--- config.mk ---
export PLATFORM = sky130hd
export DESIGN_NAME = i2c_master_arbiter
export DESIGN_NICKNAME = d
export VERILOG_FILES = /design/src/rtl/i2c_pkg.sv /design/src/rtl/rr_pick.sv /design/src/rtl/i2c_master_arbiter.sv
export SDC_FILE = /design/constraint.sdc
export NUM_CORES = 1
export LEC_CHECK = 0
export ABC_AREA = 1
export CAP_MARGIN = 10
export CORE_AREA = 2 2 180 94
export DETAILED_ROUTE_END_ITERATION = 10
export DIE_AREA = 0 0 182 96
export GPL_TIMING_DRIVEN = 0
export PLACE_DENSITY = 0.5
export RECOVER_POWER = 50
export SYNTH_ARGS = -nofsm -noshare
export SYNTH_HDL_FRONTEND = slang
export SYNTH_HIERARCHICAL = 1
export SYNTH_SLANG_ARGS = --single-unit
--- constraint.sdc ---
create_clock -name sysclk -period 3.2 [get_ports sysclk]
set_input_delay 0.96 -clock sysclk [delete_from_list [all_inputs] [get_ports sysclk]]
set_output_delay 0.96 -clock sysclk [all_outputs]
set_load 0.02 [all_outputs]
--- src/rtl/i2c_pkg.sv ---
// Shared types and constants for the I2C master arbiter.
package i2c_pkg;

    localparam int I2C_ADDR_W = 7;
    localparam int I2C_DATA_W = 8;

    typedef enum logic [2:0] {
        IDLE      = 3'd0,
        ARB       = 3'd1,
        LAUNCH    = 3'd2,
        WAIT_BUSY = 3'd3,
        XFER      = 3'd4,
        DONE      = 3'd5,
        ABORT     = 3'd6
    } arb_state_t;

    // Larger of two integers, used to size the shared watchdog counter.
    function automatic int max_int(input int a, input int b);
        return (a > b) ? a : b;
    endfunction

endpackage

--- src/rtl/rr_pick.sv ---
// Rotating-priority picker: the first set request at or after i_ptr wins,
// wrapping from N-1 back to 0.
module rr_pick #(
    parameter int N  = 4,
    parameter int IW = $clog2(N)
) (
    input  logic [N-1:0]  i_req,
    input  logic [IW-1:0] i_ptr,
    output logic [N-1:0]  o_onehot,
    output logic [IW-1:0] o_idx,
    output logic          o_any
);

    // Scan from the farthest offset down to the pointer so the nearest request wins.
    always_comb begin
        o_onehot = '0;
        o_idx    = '0;
        o_any    = 1'b0;
        for (int k = N - 1; k >= 0; k--) begin
            logic [IW-1:0] w_j;
            w_j = IW'((int'(i_ptr) + k) % N);
            if (i_req[w_j]) begin
                o_onehot = N'(1) << w_j;
                o_idx    = w_j;
                o_any    = 1'b1;
            end else begin
                o_onehot = o_onehot;
            end
        end
    end

endmodule

--- src/rtl/i2c_master_arbiter.sv ---
// Round-robin arbiter sharing one i2c_master among NREQ requesters, with a
// start/transfer watchdog that resets the master when it stalls.
module i2c_master_arbiter
    import i2c_pkg::*;
#(
    parameter int NREQ     = 4,
    parameter int START_TO = 64,
    parameter int XFER_TO  = 65536
) (
    input  logic                       sysclk,
    input  logic                       reset_n,
    input  logic [NREQ-1:0]            req,
    input  logic [NREQ-1:0]            req_rw,
    input  logic [NREQ*I2C_ADDR_W-1:0] req_addr,
    input  logic [NREQ*I2C_DATA_W-1:0] req_wdata,
    output logic [NREQ-1:0]            gnt,
    output logic [NREQ-1:0]            done,
    output logic [NREQ-1:0]            err,
    output logic [I2C_DATA_W-1:0]      rdata,
    output logic                       m_enable,
    output logic                       m_rw,
    output logic [I2C_ADDR_W-1:0]      m_address,
    output logic [I2C_DATA_W-1:0]      m_wdata,
    input  logic [I2C_DATA_W-1:0]      m_rdata,
    input  logic                       m_busy,
    output logic                       m_reset
);

    localparam int PTR_W = $clog2(NREQ);
    localparam int CNT_W = $clog2(max_int(START_TO, XFER_TO));
    localparam logic [CNT_W-1:0] START_LIM = CNT_W'(START_TO - 1);
    localparam logic [CNT_W-1:0] XFER_LIM  = CNT_W'(XFER_TO - 1);

    arb_state_t              r_state;
    logic [PTR_W-1:0]        r_ptr;
    logic [CNT_W-1:0]        r_cnt;
    logic [NREQ-1:0]         r_gnt;
    logic [NREQ-1:0]         r_done;
    logic [NREQ-1:0]         r_err;
    logic [I2C_DATA_W-1:0]   r_rdata;
    logic                    r_m_enable;
    logic                    r_m_rw;
    logic [I2C_ADDR_W-1:0]   r_m_address;
    logic [I2C_DATA_W-1:0]   r_m_wdata;
    logic                    r_m_reset;

    logic [NREQ-1:0]         w_pick_onehot;
    logic [PTR_W-1:0]        w_pick_idx;
    logic                    w_pick_any;
    logic [CNT_W-1:0]        w_cnt_inc;
    logic [I2C_ADDR_W-1:0]   w_addr_arr  [NREQ];
    logic [I2C_DATA_W-1:0]   w_wdata_arr [NREQ];

    // Unpack the flat per-requester buses so the winner can be selected by index.
    for (genvar g = 0; g < NREQ; g++) begin : g_unpack
        assign w_addr_arr[g]  = req_addr[g*I2C_ADDR_W +: I2C_ADDR_W];
        assign w_wdata_arr[g] = req_wdata[g*I2C_DATA_W +: I2C_DATA_W];
    end

    rr_pick #(
        .N  (NREQ),
        .IW (PTR_W)
    ) u_pick (
        .i_req    (req),
        .i_ptr    (r_ptr),
        .o_onehot (w_pick_onehot),
        .o_idx    (w_pick_idx),
        .o_any    (w_pick_any)
    );

    // Watchdog counter saturates instead of wrapping.
    assign w_cnt_inc = (r_cnt == '1) ? r_cnt : r_cnt + 1'b1;

    // Arbitration / handshake sequencer with all outputs registered.
    always_ff @(posedge sysclk or negedge reset_n) begin
        if (!reset_n) begin
            r_state     <= IDLE;
            r_ptr       <= '0;
            r_cnt       <= '0;
            r_gnt       <= '0;
            r_done      <= '0;
            r_err       <= '0;
            r_rdata     <= '0;
            r_m_enable  <= 1'b0;
            r_m_rw      <= 1'b0;
            r_m_address <= '0;
            r_m_wdata   <= '0;
            r_m_reset   <= 1'b0;
        end else begin
            r_done     <= '0;
            r_err      <= '0;
            r_m_enable <= 1'b0;
            r_m_reset  <= 1'b0;
            case (r_state)
                IDLE: begin
                    if (|req) begin
                        r_state <= ARB;
                    end else begin
                        r_state <= IDLE;
                    end
                end
                ARB: begin
                    if (w_pick_any) begin
                        r_m_rw      <= req_rw[w_pick_idx];
                        r_m_address <= w_addr_arr[w_pick_idx];
                        r_m_wdata   <= w_wdata_arr[w_pick_idx];
                        r_gnt       <= w_pick_onehot;
                        r_ptr       <= (w_pick_idx == PTR_W'(NREQ - 1)) ? '0 : w_pick_idx + 1'b1;
                        r_state     <= LAUNCH;
                    end else begin
                        r_state <= IDLE;
                    end
                end
                LAUNCH: begin
                    r_m_enable <= 1'b1;
                    r_cnt      <= '0;
                    r_state    <= WAIT_BUSY;
                end
                WAIT_BUSY: begin
                    if (m_busy) begin
                        r_cnt   <= '0;
                        r_state <= XFER;
                    end else if (r_cnt == START_LIM) begin
                        r_err     <= r_gnt;
                        r_m_reset <= 1'b1;
                        r_state   <= ABORT;
                    end else begin
                        r_cnt <= w_cnt_inc;
                    end
                end
                XFER: begin
                    if (!m_busy) begin
                        r_done <= r_gnt;
                        if (r_m_rw) begin
                            r_rdata <= m_rdata;
                        end else begin
                            r_rdata <= r_rdata;
                        end
                        r_state <= DONE;
                    end else if (r_cnt == XFER_LIM) begin
                        r_err     <= r_gnt;
                        r_m_reset <= 1'b1;
                        r_state   <= ABORT;
                    end else begin
                        r_cnt <= w_cnt_inc;
                    end
                end
                DONE, ABORT: begin
                    r_gnt   <= '0;
                    r_state <= IDLE;
                end
                default: begin
                    r_gnt   <= '0;
                    r_state <= IDLE;
                end
            endcase
        end
    end

    assign gnt       = r_gnt;
    assign done      = r_done;
    assign err       = r_err;
    assign rdata     = r_rdata;
    assign m_enable  = r_m_enable;
    assign m_rw      = r_m_rw;
    assign m_address = r_m_address;
    assign m_wdata   = r_m_wdata;
    assign m_reset   = r_m_reset;

endmodule

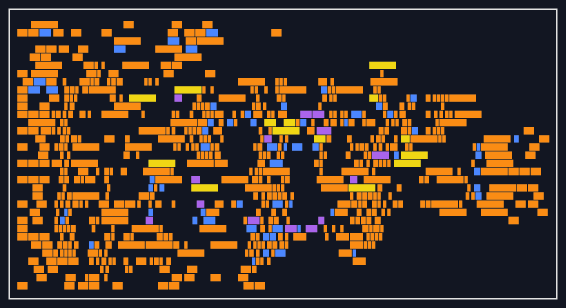
(sizing map)
(3 px per micron)
yellow -> _6 and larger  # cells 14
blue -> _2 cells  # cells 59
orange -> _0 and _1 cells  # cells 593
purple -> _3 and _4 cells  # cells 14

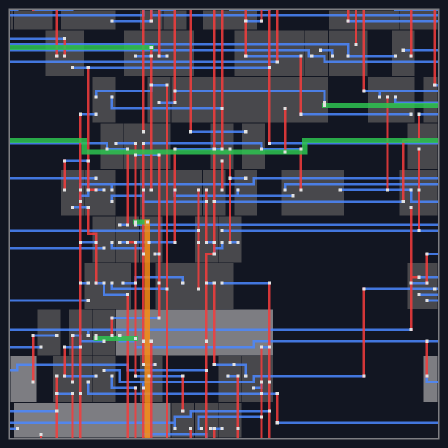
(zoomed window)
Region (78, 36) to (103, 61) microns. Cells in gray, sequential cells in the stronger gray; small squares are vias.
red -> metal 2
orange -> metal 4
blue -> metal 1
green -> metal 3
most frequent = nand2_1 (7), nor2_1 (7), inv_1 (6)
cells with their middle in the window = 42
netlist names of flops here include = `r_state` (2)
sequential cells in the window = 2

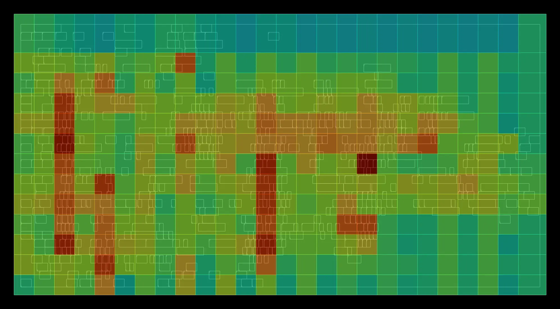
(track usage over the die)
Avg WL per Cell: 14.07 microns
All-Layer GR Usage: 0.1518
met1 Use GR: 0.2160

==> results.toml <==
# physical design summary
[run_status]
status = "finished with violations"
violations = "capacitance limit, slew limit"

[power_and_ir_drop]
power_frac_clock = 0.169
cellLeakagePower_nw = 2.597
internal_power_mw = 2.751
switchingPower_mw = 2.564
power.group.top = "combinational logic"

[cells_and_area]
final_area_sq_um = 5618
fin_cells = 890
nets = 764

[flow_run]
maxCapViolCount = 1

[final_timing]
fin_ws_ns = 0.2030
whs_ns = 0.5069
hold_violations = 0
slew_violations = 60

[clock_network]
numClockSinks = 59
cts_setup_buffers = 0
clkLatencyLatePin_ns = 0.34
ctsResizeCount = 3

[global_route]
grt_max_degree = 60
grt_pass1_vias = 3943

[worst_setup_path]
critPathArrivalTime_ns = 3.20
critPathMaxStageDelay_ns = 0.49
critPathKind = "primary input to register"
crit_end = "m_wdata[5]"
worst-path-buf-inv = 6
regToRegEndpoint = "m_wdata[5]"

[floorplanning]
fp_util = 0.2456
die_w_microns = 182
core_sq_um = 15940

[hold_path]
min_path_type = "register to register"

[routing]
vias_per_cell = 4.490

[synth]
synth-main-ff-cell = "dfrtp_1"
yosys_warnings = 6
ys.flops = 59
ys_area_sq_um = 3915
ys_sh_aoi = 0.1035
## cells in the final DEF (no fill, tap or decap), drive strengths merged
master / instances
nand2: 136
nor2: 123
clkdlybuf4s50: 107
dfrtp: 59
inv: 48
nand3: 47
o21ai: 45
clkbuf: 21
a31oi: 16
ha: 10
mux2: 9
dlygate4sd3: 8
a21oi: 8
buf: 8
nor3: 6
nand4: 5
xor2: 4
or2: 4
clkinv: 4
xnor2: 3
clkinvlp: 2
nor2b: 1
a22oi: 1
o22ai: 1
nor4: 1
o41ai: 1
o211ai: 1
nand3b: 1
## state kept, by name, indices dropped and copies added (netlist names)
register   cells
r_cnt         16
m_wdata        8
rdata          8
m_address      7
done           4
err            4
gnt            4
r_state        3
r_ptr          2
m_enable       1
m_reset        1
m_rw           1
## cell type report
| cell class | count | share of cell area |
|---|---|---|
| buffer | 19 | 0.02027 |
| clock inverter | 7 | 0.009131 |
| inverter | 47 | 0.03185 |
| multi-input combinational | 423 | 0.3833 |
| tap | 210 | 0.04677 |
| timing repair buffer | 116 | 0.2058 |
| sequential | 59 | 0.2628 |
| clock buffer | 9 | 0.04009 |
## synthesized netlist by cell type, types with 2 or more instances
master	n
a21oi_1	7
a31oi_1	16
buf_2	5
buf_6	3
clkbuf_1	10
dfrtp_1	59
ha_1	10
inv_1	36
inv_2	9
mux2_2	9
nand2_1	118
nand2_2	15
nand2_4	3
nand3_1	41
nand3_2	6
nand4_1	5
nor2_1	113
nor2_2	8
nor2_4	2
nor3_1	4
o21ai_0	34
o21ai_1	11
or2_0	4
xnor2_1	3
xor2_1	4
## layer usage
metal,track usage,wire [microns],share of wire,vias to the layer above
li1,-,-,-,2024
met1,0.2160,6332,0.51,1806
met2,0.2087,4793,0.38,152
met3,0.06546,1250,0.10,14
met4,0.03427,148,0.012,0
met5,0,0,0,-
